## src/rtl/sdram_port_arbiter.sv

```systemverilog
// Two-requester arbiter for a 16-bit Avalon-MM SDRAM master port with read-ID tracking.
// Define SDRAM_ARB_PRIO0_EN for fixed priority to requester 0; round-robin otherwise.
module sdram_port_arbiter #(
  parameter int unsigned MAX_PEND = 4,
  parameter int unsigned ADDR_W   = 32
) (
  input  logic                  clk,
  input  logic                  reset_n,
  input  logic [1:0]            c_valid,
  input  logic [1:0]            c_write,
  input  logic [2*ADDR_W-1:0]   c_addr,
  input  logic [31:0]           c_wdata,
  output logic [1:0]            c_ready,
  output logic [1:0]            r_valid,
  output logic [15:0]           r_data,
  input  logic                  waitrequest,
  input  logic                  readdatavalid,
  input  logic [15:0]           readdata,
  output logic                  chipselect,
  output logic [1:0]            byteenable,
  output logic                  read_n,
  output logic                  write_n,
  output logic [ADDR_W-1:0]     address,
  output logic [15:0]           writedata,
  output logic                  busy,
  output logic                  rd_err
);

  localparam int unsigned PtrW = $clog2(MAX_PEND);

  typedef enum logic [0:0] {StIdle, StIssue} state_e;

  state_e              state_q, state_d;
  logic                grant_q, grant_d;
  logic                last_grant_q, last_grant_d;
  logic                read_n_q, read_n_d;
  logic                write_n_q, write_n_d;
  logic [ADDR_W-1:0]   address_q, address_d;
  logic [15:0]         writedata_q, writedata_d;
  logic                rd_err_q, rd_err_d;

  logic [MAX_PEND-1:0] fifo_mem_q;
  logic [PtrW:0]       wr_ptr_q, rd_ptr_q;
  logic [PtrW:0]       fifo_count;
  logic                fifo_empty, fifo_full;
  logic                push, pop, head;

  logic [1:0]          eligible;
  logic                pick;

  assign fifo_count = wr_ptr_q - rd_ptr_q;
  assign fifo_empty = (fifo_count == '0);
  // Count never exceeds MAX_PEND (a power of 2), so its MSB alone flags full.
  assign fifo_full  = fifo_count[PtrW];
  assign head       = fifo_mem_q[rd_ptr_q[PtrW-1:0]];

  assign eligible[0] = c_valid[0] & (c_write[0] | ~fifo_full);
  assign eligible[1] = c_valid[1] & (c_write[1] | ~fifo_full);

  always_comb begin
    pick = 1'b0;
`ifdef SDRAM_ARB_PRIO0_EN
    pick = ~eligible[0];
`else
    if (eligible[1]) begin
      pick = eligible[0] ? ~last_grant_q : 1'b1;
    end
`endif
  end

  always_comb begin
    state_d      = state_q;
    grant_d      = grant_q;
    last_grant_d = last_grant_q;
    read_n_d     = read_n_q;
    write_n_d    = write_n_q;
    address_d    = address_q;
    writedata_d  = writedata_q;
    c_ready      = 2'b00;
    push         = 1'b0;
    unique case (state_q)
      StIdle: begin
        if (|eligible) begin
          grant_d      = pick;
          last_grant_d = pick;
          address_d    = pick ? c_addr[2*ADDR_W-1:ADDR_W] : c_addr[ADDR_W-1:0];
          writedata_d  = pick ? c_wdata[31:16] : c_wdata[15:0];
          read_n_d     = c_write[pick];
          write_n_d    = ~c_write[pick];
          state_d      = StIssue;
        end
      end
      StIssue: begin
        if (!waitrequest) begin
          c_ready[grant_q] = 1'b1;
          push             = ~read_n_q;
          read_n_d         = 1'b1;
          write_n_d        = 1'b1;
          state_d          = StIdle;
        end
      end
      default: state_d = StIdle;
    endcase
  end

  assign pop      = readdatavalid & ~fifo_empty;
  assign rd_err_d = rd_err_q | (readdatavalid & fifo_empty);

  always_comb begin
    r_valid = 2'b00;
    if (pop) begin
      r_valid = head ? 2'b10 : 2'b01;
    end
  end

  always_ff @(posedge clk) begin
    if (!reset_n) begin
      state_q      <= StIdle;
      grant_q      <= 1'b0;
      last_grant_q <= 1'b1;
      read_n_q     <= 1'b1;
      write_n_q    <= 1'b1;
      address_q    <= '0;
      writedata_q  <= '0;
      rd_err_q     <= 1'b0;
      wr_ptr_q     <= '0;
      rd_ptr_q     <= '0;
    end else begin
      state_q      <= state_d;
      grant_q      <= grant_d;
      last_grant_q <= last_grant_d;
      read_n_q     <= read_n_d;
      write_n_q    <= write_n_d;
      address_q    <= address_d;
      writedata_q  <= writedata_d;
      rd_err_q     <= rd_err_d;
      wr_ptr_q     <= wr_ptr_q + {{PtrW{1'b0}}, push};
      rd_ptr_q     <= rd_ptr_q + {{PtrW{1'b0}}, pop};
    end
  end

  // Storage needs no reset: pointers alone define validity.
  always_ff @(posedge clk) begin
    if (push) begin
      fifo_mem_q[wr_ptr_q[PtrW-1:0]] <= grant_q;
    end
  end

  assign r_data     = readdata;
  assign chipselect = 1'b1;
  assign byteenable = 2'b11;
  assign read_n     = read_n_q;
  assign write_n    = write_n_q;
  assign address    = address_q;
  assign writedata  = writedata_q;
  assign rd_err     = rd_err_q;
  assign busy       = (state_q != StIdle) | ~fifo_empty;

endmodule
```

## config.mk

```make
export PLATFORM = sky130hd
export DESIGN_NAME = sdram_port_arbiter
export DESIGN_NICKNAME = d
export VERILOG_FILES = /design/src/rtl/sdram_port_arbiter.sv
export SDC_FILE = /design/constraint.sdc
export NUM_CORES = 1
export LEC_CHECK = 0
export CORE_ASPECT_RATIO = 1.2
export CORE_MARGIN = 5
export CORE_UTILIZATION = 36
export CTS_CLUSTER_SIZE = 28
export DETAILED_ROUTE_END_ITERATION = 10
export GPL_TIMING_DRIVEN = 0
export HOLD_SLACK_MARGIN = 0.1
export PLACE_DENSITY = 0.8
export SYNTH_ARGS = -nofsm -noshare
export SYNTH_HDL_FRONTEND = slang
export SYNTH_SLANG_ARGS = --single-unit
```

## constraint.sdc

```tcl
create_clock -name clk -period 2.84 [get_ports clk]
set_input_delay 0.568 -clock clk [delete_from_list [all_inputs] [get_ports clk]]
set_output_delay 0.568 -clock clk [all_outputs]
set_load 0.01 [all_outputs]
```

### Clock routing, run 1

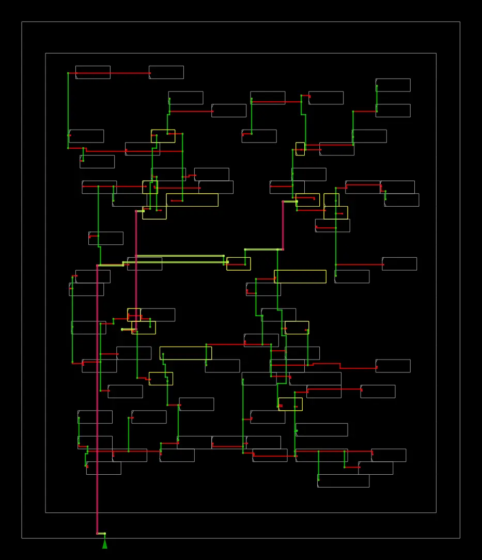
Late-Pin Clk Latency: 0.34 ns
flip-flops: 64
Worst Clk Skew: 0.0117 ns

### Wire density map, run 1

(3 px per um) 19 x 22 tiles, from dark purple (low) to yellow (high), scaled to the fullest tile. Values are wire area over tile area, all layers added.
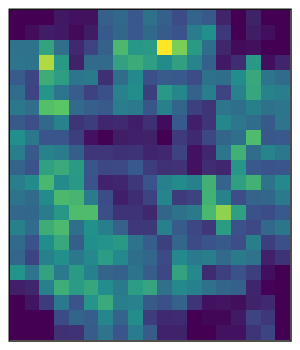
7.4% of the tiles are nearly empty. The fullest tile reaches 0.53. The mean over all tiles is 0.16. 14% of the tiles are over half the peak.

==> impl_metrics.py, run 1 <==
# Flow results
metrics = {
    "run_status": {
        "status": "finished clean",
    },
    "layout": {
        "area_growth_pct": 71.0,
        "regArea_um2": 1320,
    },
    "grt": {
        "grt_antenna_before_repair": 0,
        "top_usage_layer": "met2",
    },
    "clock_tree": {
        "cts_max_path_buffers": 2,
        "holdBufCountCts": 0,
    },
    "critical_path": {
        "cp_num_buf_inv": 2,
        "path_cells": "inv_1 -> ha_1 -> nor2b_1 -> xnor2_1 -> and3_1 -> nand2b_1 -> clkdlybuf4s50_1",
    },
    "place": {
        "numPortBuffers": 174,
    },
    "synthesis": {
        "synthTopLogicFamily": "AND-OR/OR-AND gates",
        "async_flop_share": 0,
        "synthCells": 373,
    },
    "final_timing": {
        "fmax_mhz": 382,
        "setup_ws_ns": 0.219,
    },
    "routing": {
        "wirelength_um": 10200,
        "drtIter0Drc": 159,
        "firstDrtPassIters": 5,
        "met1Wirelength_um": 4070,
    },
    "floorplanning": {
        "die_area_um2": 10300,
    },
    "power": {
        "pg_clk_w": 0.000953,
        "p_sw_w": 0.000886,
    },
}
### Cells colored by class, run 1

(4 px per um)
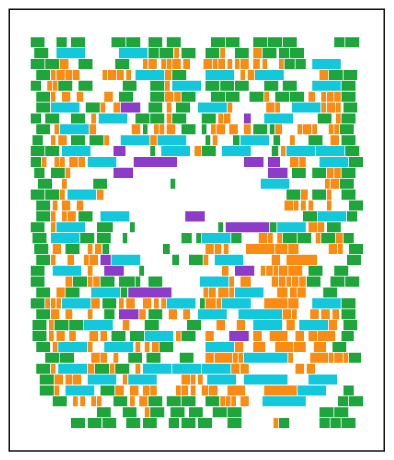
Key: orange = combinational and other logic [cells 266]; cyan = flops [cells 64]; green = other buffers and delay cells [cells 219]; purple = clock drivers and dummy loads [cells 16]
Seq/total area: 0.257
num rows: 36
final instance area: 5140 um^2

-- run 1: timing repair --
item	in CTS	in global routing
resized	2	0
setup endpoints to repair	2	0
hold endpoints to repair	0	0
-- run 1: through the flow --
stage / cell area [um^2] / hold slack (ns) / cells / total power (W)
final: 5140 / 0.497 / 679 / 0.00304
after detailed placement: 4900 / 0.482 / 663 / 0.00211
after floorplan: 3010 / 0.462 / 375 / 0.00157
after CTS: 5140 / 0.501 / 679 / 0.00307
after global routing: 5140 / 0.552 / 679 / 0.00321
after global placement: 4900 / 0.470 / 663 / 0.00209
-- run 1: final timing paths --
check | start | end | slack (ns) | cells past startpoint
min | rd_err$_SDFF_PN0_ | rd_err$_SDFF_PN0_ | 0.50 | 2
min reg2reg | rd_err$_SDFF_PN0_ | rd_err$_SDFF_PN0_ | 0.50 | 2
max | wr_ptr_q[0]$_SDFF_PN0_ | busy | 0.22 | 7
max reg2reg | wr_ptr_q[0]$_SDFF_PN0_ | address[2]$_SDFFE_PN0P_ | 0.35 | 9
-- run 1: state kept, by name, summed over array words and instances (netlist names) --
register and count:
address 32, writedata 16, fifo_mem_q 4, rd_ptr_q 3, wr_ptr_q 3, grant_q 1, last_grant_q 1, rd_err 1
read_n 1, state_q 1, write_n 1
-- run 1: placed cells by master, fill, tap and decap left out, types with 3 or more instances in the layout --
cell / instances
a21oi_1: 3
a31oi_1: 49
and2_1: 7
and3_1: 4
buf_2: 7
buf_4: 22
bufinv_16: 3
clkbuf_1: 13
clkbuf_8: 9
clkdlybuf4s50_1: 172
conb_1: 3
dfxtp_1: 60
edfxtp_1: 4
ha_1: 6
inv_1: 7
nand2_1: 101
nand2b_1: 5
nand3_1: 3
nor2_1: 6
nor2b_1: 3
o21ai_0: 43
o21ai_1: 7
## Run 2: what changed since run 1
--- a/config.mk
+++ b/config.mk
@@ -13,6 +13,7 @@
 export GPL_TIMING_DRIVEN = 0
 export HOLD_SLACK_MARGIN = 0.1
 export PLACE_DENSITY = 0.8
+export SLEW_MARGIN = 25
 export SYNTH_ARGS = -nofsm -noshare
 export SYNTH_HDL_FRONTEND = slang
 export SYNTH_SLANG_ARGS = --single-unit
### Met3 routing, run 2

(3 px per um) Cells faint in the background.
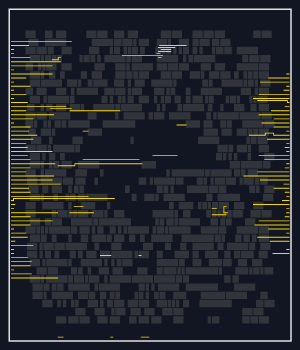
The layer carries 853 um of wire. The longest straight run is 33.6 um.

==> run 2 against run 1 <==
Non-clock buffer count unchanged. Clock-buffer cell count unchanged. Worst setup slack unchanged. Register-to-register slack about the same. Maximum frequency unchanged. Critical path type unchanged. Critical endpoint unchanged.
==> impl_metrics.py, run 2 <==
# Flow results
metrics = {
    "run_status": {
        "status": "finished clean",
    },
    "synthesis": {
        "top_area_frac": 0.400,
        "topCellsByArea": "dfxtp_1 (40%), nand2_1 (13%), a31oi_1 (10%)",
        "common_cells": "nand2_1 (101), dfxtp_1 (60), a31oi_1 (49)",
        "simple_gate_area_frac": 0.195,
        "synthCells": 373,
        "synthTopLogicFamily": "AND-OR/OR-AND gates",
        "async_flop_share": 0,
    },
    "layout": {
        "fillers": 735,
        "multi_input_comb_cells": 259,
        "largest_reg_flops": 32,
        "regArea_um2": 1320,
        "bufAreaShareNonClock": 0.392,
        "sh_seq_area": 0.257,
        "ff_count": 64,
        "final_cell_mix": "clkdlybuf4s50_1 (172), nand2_1 (101), dfxtp_1 (60)",
        "final_common_cell": "clkdlybuf4s50_1",
        "area_growth_pct": 71.0,
    },
    "min_path": {
        "min_path_type": "register to register",
    },
    "power": {
        "vdd_drop_max_v": 0.000314,
    },
    "critical_path": {
        "path_cells": "inv_1 -> ha_1 -> nor2b_1 -> xnor2_1 -> and3_1 -> nand2b_1 -> clkdlybuf4s50_1",
        "critPathTopFamily": "buffers and inverters",
        "crit_arrival_ns": 2.05,
        "cp_num_buf_inv": 2,
        "crit_path_end_kind": "output port",
    },
    "place": {
        "numPortBuffers": 174,
    },
    "grt": {
        "grt_antenna_before_repair": 0,
    },
    "final_timing": {
        "skew_ns": 0.0117,
        "fmax_mhz": 382,
        "timing.hold.ws_ns": 0.497,
        "setup_ws_ns": 0.219,
    },
    "routing": {
        "drtIter0Drc": 159,
        "wirelength_um": 10200,
        "avgRoutedWirePerCell_um": 15.1,
        "firstDrtPassIters": 5,
    },
    "clock_tree": {
        "clk_latency_ns": 0.34,
        "holdBufCountCts": 0,
        "cts_max_path_buffers": 2,
    },
    "floorplanning": {
        "die_area_um2": 10300,
        "row_count": 36,
    },
}
[run 2: power by group]
group          internal [W]  switching, W  leakage (nW)  total (W)
clock              0.000584      0.000369         0.119   0.000953
combinational      0.000530      0.000442          1.43   0.000971
sequential          0.00104     0.0000753         0.534    0.00111
[run 2: kinds of logic (layout without fill, tap and decap cells)]
kind of cell             after synthesis  after routing
AND/OR/NAND/NOR                      136            136
AND-OR/OR-AND                        109            109
flip-flops                            64             64
buffers and inverters                 52            242
adder cells (fa/ha/maj)                6              6
XOR/XNOR                               4              4
other                                  1              3
multiplexers                           1              1
[run 2: through the flow]
step,instance area (um^2),instances,total power (W)
finish,5140,679,0.00304
global route,5140,679,0.00321
CTS,5140,679,0.00307
detailed placement,4900,663,0.00211
global placement,4900,663,0.00209
floorplan,3010,375,0.00157
[run 2: timing repair]
action / CTS / global route
gates resized: 2 / 0
setup buffers: 0 / 0
endpoints found under the setup margin: 2 / 0
[run 2: worst min-delay path, delay by kind of cell, from the launching register on]
kind	cells	cell delay, ns
compound gates	1	0.04
flops	1	0.33
simple gates	1	0.09
[run 2: path summary, 6_finish.rpt]
kind,from,endpoint,slack (ns),cells past startpoint
hold reg to reg,rd_err$_SDFF_PN0_,rd_err$_SDFF_PN0_,0.50,2
setup reg to reg,wr_ptr_q[0]$_SDFF_PN0_,address[2]$_SDFFE_PN0P_,0.35,9
setup / recovery,wr_ptr_q[0]$_SDFF_PN0_,busy,0.22,7
hold / removal,rd_err$_SDFF_PN0_,rd_err$_SDFF_PN0_,0.50,2
[run 2: routing by layer]
layer / routed length (um) / track usage
met5: 0 / 0
met4: 146 / 0.0764
met3: 853 / 0.0652
met2: 5170 / 0.340
met1: 4070 / 0.218
## Run 3: what changed since run 2
--- a/config.mk
+++ b/config.mk
@@ -7,12 +7,14 @@
 export LEC_CHECK = 0
 export CORE_ASPECT_RATIO = 1.2
 export CORE_MARGIN = 5
-export CORE_UTILIZATION = 36
+export CORE_UTILIZATION = 37
+export CTS_BUF_LIST = sky130_fd_sc_hd__clkbuf_4
+export CTS_CLUSTER_DIAMETER = 150
 export CTS_CLUSTER_SIZE = 28
 export DETAILED_ROUTE_END_ITERATION = 10
 export GPL_TIMING_DRIVEN = 0
 export HOLD_SLACK_MARGIN = 0.1
-export PLACE_DENSITY = 0.8
+export PLACE_DENSITY = 0.82
 export SLEW_MARGIN = 25
 export SYNTH_ARGS = -nofsm -noshare
 export SYNTH_HDL_FRONTEND = slang
### Clock routing, run 3

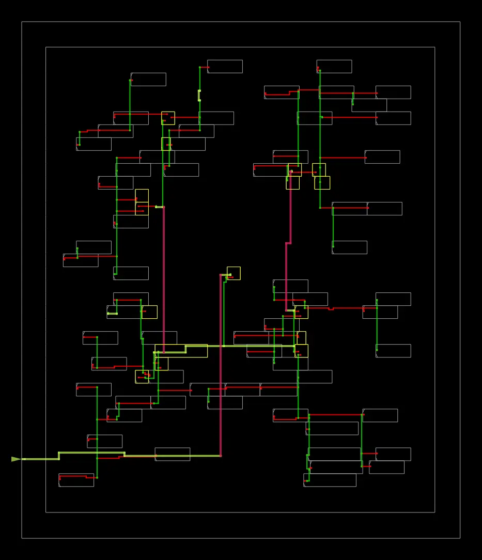
Clock buffer cells: 9
Num CTS Buffers: 9
Late-Pin Clk Latency: 0.39 ns
Worst Clk Skew: 0.0128 ns

==> run 3 against run 2 <==
Highest routed layer unchanged. Final area fell by 2.5%. Die size fell by 2.4%. Critical endpoint unchanged. Clock skew rose by 0.0011 ns. Via count shrank 0.39%. Sequential share of layout area is 0.67 points higher. Critical path depth unchanged. Sequential power about the same. Largest cell class unchanged. Power is 11% lower. Final cell count decreased by 2.8%. Worst setup slack worse by 0.057 ns. Register-to-register slack gained 0.06 ns.
==> impl_metrics.py, run 3 <==
# Flow results
metrics = {
    "power": {
        "p_sw_w": 0.000858,
        "p_comb_frac": 0.360,
        "seqPwrFrac": 0.413,
        "switching_share": 0.318,
        "vdd_drop_max_v": 0.000322,
    },
    "layout": {
        "final_cell_mix": "clkdlybuf4s50_1 (172), nand2_1 (101), dfxtp_1 (59)",
        "final_common_cell": "clkdlybuf4s50_1",
        "largest_reg_flops": 32,
    },
    "synthesis": {
        "topCellsByArea": "dfxtp_1 (40%), nand2_1 (13%), a31oi_1 (10%)",
        "common_cells": "nand2_1 (101), dfxtp_1 (60), a31oi_1 (49)",
        "top_area_frac": 0.400,
        "synthCells": 373,
        "simple_gate_area_frac": 0.195,
        "async_flop_share": 0,
    },
    "grt": {
        "grt_antenna_before_repair": 0,
    },
    "routing": {
        "drtIter0Drc": 143,
        "firstDrtPassIters": 6,
        "wirelength_um": 9880,
        "avgRoutedWirePerCell_um": 15.0,
    },
    "run_status": {
        "status": "finished clean",
    },
    "place": {
        "numPortBuffers": 174,
    },
    "floorplanning": {
        "row_count": 36,
        "die_area_um2": 10000,
    },
    "final_timing": {
        "fmax_mhz": 373,
        "setup_ws_ns": 0.162,
        "timing.hold.ws_ns": 0.501,
    },
    "critical_path": {
        "crit_path_end_kind": "output port",
        "crit_arrival_ns": 2.11,
        "crit_start": "wr_ptr_q[0]$_SDFF_PN0_",
        "reg2reg_from": "wr_ptr_q[0]$_SDFF_PN0_",
    },
    "min_path": {
        "hp-start": "rd_err$_SDFF_PN0_",
    },
    "clock_tree": {
        "holdBufCountCts": 0,
        "cts_max_path_buffers": 2,
        "ctsResizeCount": 3,
    },
}
-- run 3: critical path, cell delays in order, from the launching register on --
cell             delay [ns]
dfxtp_2                0.37
inv_1                  0.07
ha_1                   0.20
nor2b_1                0.14
xnor2_1                0.11
and3_1                 0.21
nand2b_1               0.08
clkdlybuf4s50_1        0.53
-- run 3: metal layers --
layer  vias up  global-route usage  routed length [um]
li1       1639                   -                   -
met1      1492               0.215                3890
met2       148               0.336                4870
met3        20              0.0656                 864
met4         0              0.0902                 254
met5         -                   0                   0
-- run 3: final cells by class --
type / instances / area [um^2]
plain buffers: 45 / 277
clock buffers: 9 / 67.6
clock inverters: 7 / 72.6
fillers: 704 / 3010
inverters: 7 / 26.3
multi-input cells: 259 / 1390
flip-flops and latches: 64 / 1320
well taps: 95 / 119
repair buffers: 174 / 1740
-- run 3: path summary, 6_finish.rpt --
check	to	slack, ns	cells after the start
setup / recovery	busy	0.16	7
hold / removal	rd_err$_SDFF_PN0_	0.50	2
hold reg to reg	rd_err$_SDFF_PN0_	0.50	2
setup reg to reg	address[2]$_SDFFE_PN0P_	0.41	9
-- run 3: power groups by stage --
stage	logic, W	registers [W]	clock network [W]
4_1_cts	0.000981	0.00111	0.000629
3_3_place_gp	0.000963	0.00112	0
6_report	0.000969	0.00111	0.000612
3_5_place_dp	0.000980	0.00113	0
2_1_floorplan	0.000385	0.00118	0
5_1_grt	0.00106	0.00113	0.000664
-- run 3: per-stage QoR --
stage | power [W] | cell area [um^2] | cells
final | 0.00269 | 5010 | 660
after detailed placement | 0.00211 | 4870 | 644
after floorplan | 0.00157 | 3010 | 375
after global placement | 0.00209 | 4870 | 644
after CTS | 0.00272 | 5010 | 660
after global routing | 0.00285 | 5010 | 660
Power figures rest on the tool's default switching activity, not on a simulated workload.
